$ cat config.mk
export PLATFORM = sky130hd
export DESIGN_NAME = asg_keystream_ctrl
export DESIGN_NICKNAME = d
export VERILOG_FILES = /design/src/rtl/asg_keystream_ctrl.sv
export SDC_FILE = /design/constraint.sdc
export NUM_CORES = 1
export LEC_CHECK = 0
export CORE_MARGIN = 1
export CORE_UTILIZATION = 36
export CTS_CLUSTER_SIZE = 14
export DETAILED_ROUTE_END_ITERATION = 12
export PLACE_DENSITY = 0.75
export SETUP_SLACK_MARGIN = 0.5
export SYNTH_ARGS = -nofsm -noshare
export SYNTH_HDL_FRONTEND = slang
export SYNTH_SLANG_ARGS = --single-unit
$ cat constraint.sdc
create_clock -name clock -period 1.8 [get_ports clock]
set_clock_uncertainty 0.1 [all_clocks]
set_input_delay 0.18 -clock clock [delete_from_list [all_inputs] [get_ports clock]]
set_output_delay 0.18 -clock clock [all_outputs]
set_load 0.01 [all_outputs]
$ cat src/rtl/asg_keystream_ctrl.sv
// Seed loading, optional warm-up and round-robin sharing of the 4-bit ASG keystream core.
// Define ASG_WARMUP_EN to include the WARM state that discards WARMUP steps after each load.
module asg_keystream_ctrl #(
  parameter int unsigned WARMUP = 8
) (
  input  logic       clock,
  input  logic       reset,
  input  logic       cfg_valid,
  output logic       cfg_ready,
  input  logic [3:0] cfg_seed_ctrl,
  input  logic [3:0] cfg_seed_0,
  input  logic [3:0] cfg_seed_1,
  output logic       cfg_err,
  output logic       asg_load,
  output logic [3:0] asg_seed_ctrl,
  output logic [3:0] asg_seed_0,
  output logic [3:0] asg_seed_1,
  output logic       asg_step,
  input  logic [3:0] asg_out,
  input  logic [1:0] req,
  output logic [1:0] gnt,
  output logic       ks_valid,
  output logic [3:0] ks_data,
  output logic       ks_id,
  output logic       seeded,
  output logic       busy
);

  typedef enum logic [1:0] {UNSEEDED, LOAD, WARM, RUN} state_t;

  state_t state;
  logic   last_gnt;
`ifdef ASG_WARMUP_EN
  logic [7:0] warm_cnt;
`endif

  logic seeds_ok;
  logic any_req;
  logic pick;

  if (WARMUP < 1 || WARMUP > 255) begin : g_bad_warmup
    $error("asg_keystream_ctrl: WARMUP must be in 1..255");
  end

  assign seeds_ok = (|cfg_seed_ctrl) && (|cfg_seed_0) && (|cfg_seed_1);
  assign any_req  = |req;
  assign pick     = (req == 2'b11) ? ~last_gnt : req[1];

  assign cfg_ready = (state == UNSEEDED) || (state == RUN);
  assign seeded    = (state == RUN);
  assign busy      = (state == LOAD) || (state == WARM);
  // The core word only becomes valid the cycle after the step, so it is passed through under the registered valid.
  assign ks_data   = ks_valid ? asg_out : 4'h0;

  always_ff @(posedge clock or posedge reset) begin
    if (reset) begin
      state         <= UNSEEDED;
      last_gnt      <= 1'b1;
      asg_seed_ctrl <= 4'h0;
      asg_seed_0    <= 4'h0;
      asg_seed_1    <= 4'h0;
      asg_load      <= 1'b0;
      asg_step      <= 1'b0;
      gnt           <= 2'b00;
      cfg_err       <= 1'b0;
      ks_valid      <= 1'b0;
      ks_id         <= 1'b0;
`ifdef ASG_WARMUP_EN
      warm_cnt      <= 8'd0;
`endif
    end else begin
      asg_load <= 1'b0;
      asg_step <= 1'b0;
      gnt      <= 2'b00;
      cfg_err  <= 1'b0;
      ks_valid <= |gnt;
      ks_id    <= gnt[1];
      case (state)
        UNSEEDED: begin
          if (cfg_valid) begin
            if (seeds_ok) begin
              asg_seed_ctrl <= cfg_seed_ctrl;
              asg_seed_0    <= cfg_seed_0;
              asg_seed_1    <= cfg_seed_1;
              asg_load      <= 1'b1;
              state         <= LOAD;
            end else begin
              cfg_err <= 1'b1;
            end
          end
        end
        LOAD: begin
`ifdef ASG_WARMUP_EN
          state    <= WARM;
          warm_cnt <= 8'(WARMUP);
          asg_step <= 1'b1;
`else
          state <= RUN;
          if (any_req) begin
            gnt      <= pick ? 2'b10 : 2'b01;
            asg_step <= 1'b1;
            last_gnt <= pick;
          end
`endif
        end
        WARM: begin
`ifdef ASG_WARMUP_EN
          // The grant decided on the last warm edge lands in the first RUN cycle.
          if (warm_cnt == 8'd1) begin
            state <= RUN;
            if (any_req) begin
              gnt      <= pick ? 2'b10 : 2'b01;
              asg_step <= 1'b1;
              last_gnt <= pick;
            end
          end else begin
            warm_cnt <= warm_cnt - 8'd1;
            asg_step <= 1'b1;
          end
`else
          state <= UNSEEDED;
`endif
        end
        RUN: begin
          if (cfg_valid && seeds_ok) begin
            asg_seed_ctrl <= cfg_seed_ctrl;
            asg_seed_0    <= cfg_seed_0;
            asg_seed_1    <= cfg_seed_1;
            asg_load      <= 1'b1;
            state         <= LOAD;
          end else begin
            if (cfg_valid) begin
              cfg_err <= 1'b1;
            end
            if (any_req) begin
              gnt      <= pick ? 2'b10 : 2'b01;
              asg_step <= 1'b1;
              last_gnt <= pick;
            end
          end
        end
        default: state <= UNSEEDED;
      endcase
    end
  end

endmodule

==> impl_metrics.env <==
# flow metrics
export IMPL_outcome="finished with violations"
export IMPL_violations="setup timing"
export IMPL_numPortBuffers=46
export IMPL_die_y_um=54.67
export IMPL_clock_buffers=4
export IMPL_place_ws_ps=-321.4
export IMPL_boundaryPins=47
export IMPL_simple_gate_share=0.1228
export IMPL_rows=18
export IMPL_cts_sinks=22
export IMPL_finalWorstSetupSlack_ps=-61.78
export IMPL_drt_first_iter_violations=13
export IMPL_ys_ff=22
export IMPL_warnings=32
export IMPL_setup_violations=12
export IMPL_drcViolationCount=0
export IMPL_nNonClkBuffers=82
export IMPL_synth_seq_share=0.5526
export IMPL_logic_area_um2=573.1
export IMPL_area_delta_synth_final_pct=99.75
export IMPL_layout_drive_gt1_share=0.5438
export IMPL_synth_xor_area_share=0
export IMPL_yosys_area_um2=998.5
export IMPL_ys_sh_adder=0.05013
export IMPL_p_per_area_mw_per_mm2=1535
export IMPL_yosysUniqueCellTypes=24
export IMPL_cts_max_path_buffers=2
-- synth_stat cells, drive strengths merged --
master / number / area, um^2
nor2: 4 / 17.52
dfrtp: 21 / 525.5
ha: 4 / 50.05
and2: 4 / 25.02
and3: 2 / 12.51
nand3: 1 / 5.000
a2bb2oi: 1 / 8.760
o21bai: 1 / 7.510
o21ai: 1 / 5.000
a21oi: 1 / 5.000
nor4: 5 / 31.28
buf: 1 / 11.26
or2: 2 / 12.51
mux2i: 1 / 10.01
nand2: 2 / 7.510
dfstp: 1 / 26.28
o41a: 1 / 12.51
nor3: 1 / 5.000
nand2b: 1 / 6.260
mux2: 13 / 183.9
o21a: 1 / 7.510
inv: 6 / 22.52
-- power breakdown --
part / internal (uW) / total, uW / switching (uW)
logic: 1240 / 1970 / 730
clock network: 123 / 273 / 149
registers: 712 / 819 / 108
-- flip-flops by register name (all words and copies together) (netlist names) --
| register | count |
|---|---|
| ks_valid | 1 |
| cfg_err | 1 |
| state | 2 |
| asg_seed_0 | 4 |
| asg_seed_ctrl | 4 |
| asg_seed_1 | 4 |
| asg_step | 1 |
| asg_load | 1 |
| last_gnt | 1 |
| ks_id | 1 |
| gnt | 2 |
-- critical path, delay by kind of cell, from the launching register on --
kind	cells	cell delay (ps)
AND-OR/OR-AND	1	120
adder cells (fa/ha/maj)	1	150
buffers and inverters	2	280
flip-flops	1	420
multiplexers	1	300
AND/OR/NAND/NOR	2	390
-- metrics by stage --
stage / total power (uW) / hold slack (ps)
finish: 3061 / 49.22
floorplan: 1595 / 68.48
CTS: 2745 / 54.04
detailed placement: 2326 / 296.6
global placement: 2282 / 280.7
global route: 3237 / 68.77
-- repair_timing --
action | in CTS | in global routing
resized | 80 | 24
setup buffers | 11 | 11
pin swaps | 8 | 4
endpoints found under the setup margin | 46 | 38
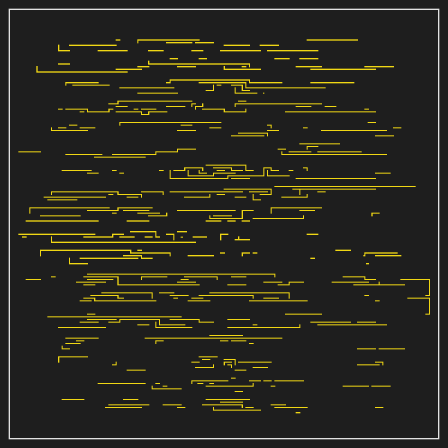
*Met1 routing*
nets with wire on the layer = 144
main direction = horizontal
share of all routed wire = 39%
GR Util met1: 0.2349
via count: 899
final wirelength: 2.769 mm

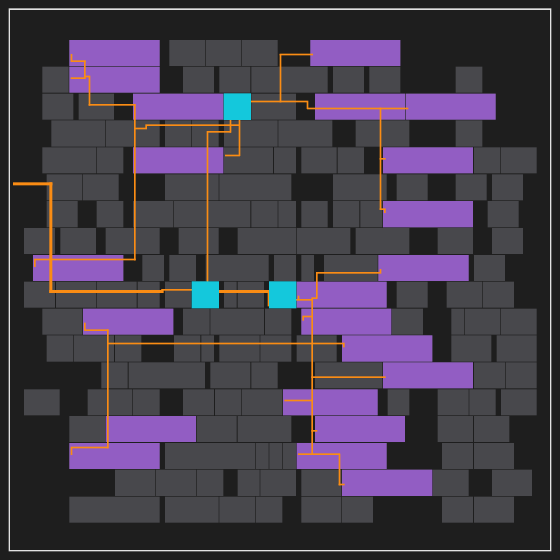
*Clock wires, drivers and flops*
cyan -> clock drivers  # count 3
orange -> clock wires  # length 249 um
purple -> flip-flops  # count 22
routed clock nets = 4
power in the clock group: 273 uW
latest clock arrival within the worst-skew pair: 300 ps
Clock power frac: 0.089

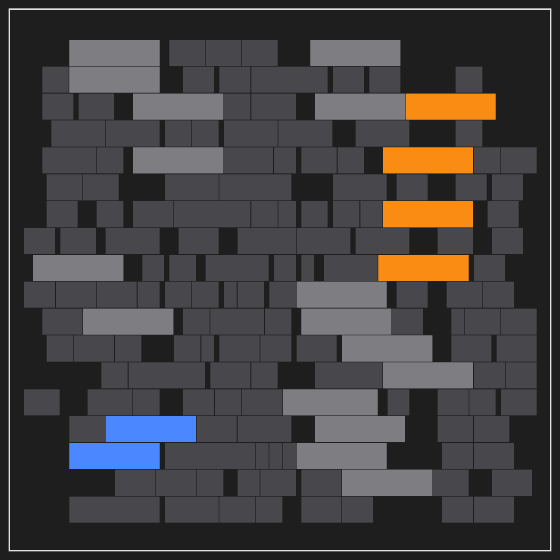
*Where the registers sit*
Other sequential cells in the stronger gray, the rest of the logic in the fainter gray.
blue -> state  # placed flops 2
orange -> asg_seed_1  # placed flops 4
not colored = 16
total sequential power: 819 uW
Seq/total area: 0.2767
post-layout util: 0.7837
Flop area: 551.8 um^2

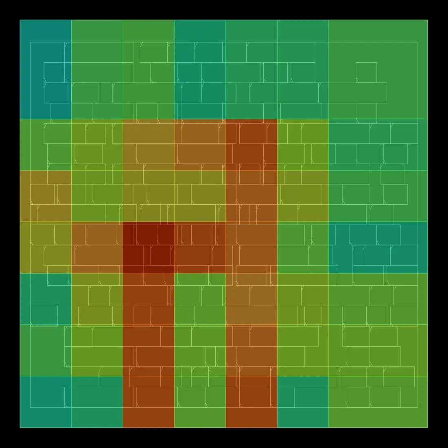
*Congestion heat map*
drt wl/cell: 14.57 um
GRT met2 Usage: 0.3534
total track usage: 0.1966
met3 Track Usage GR: 0.03056
GRT busiest layer: met2

Power and IR drop assume default switching activity.
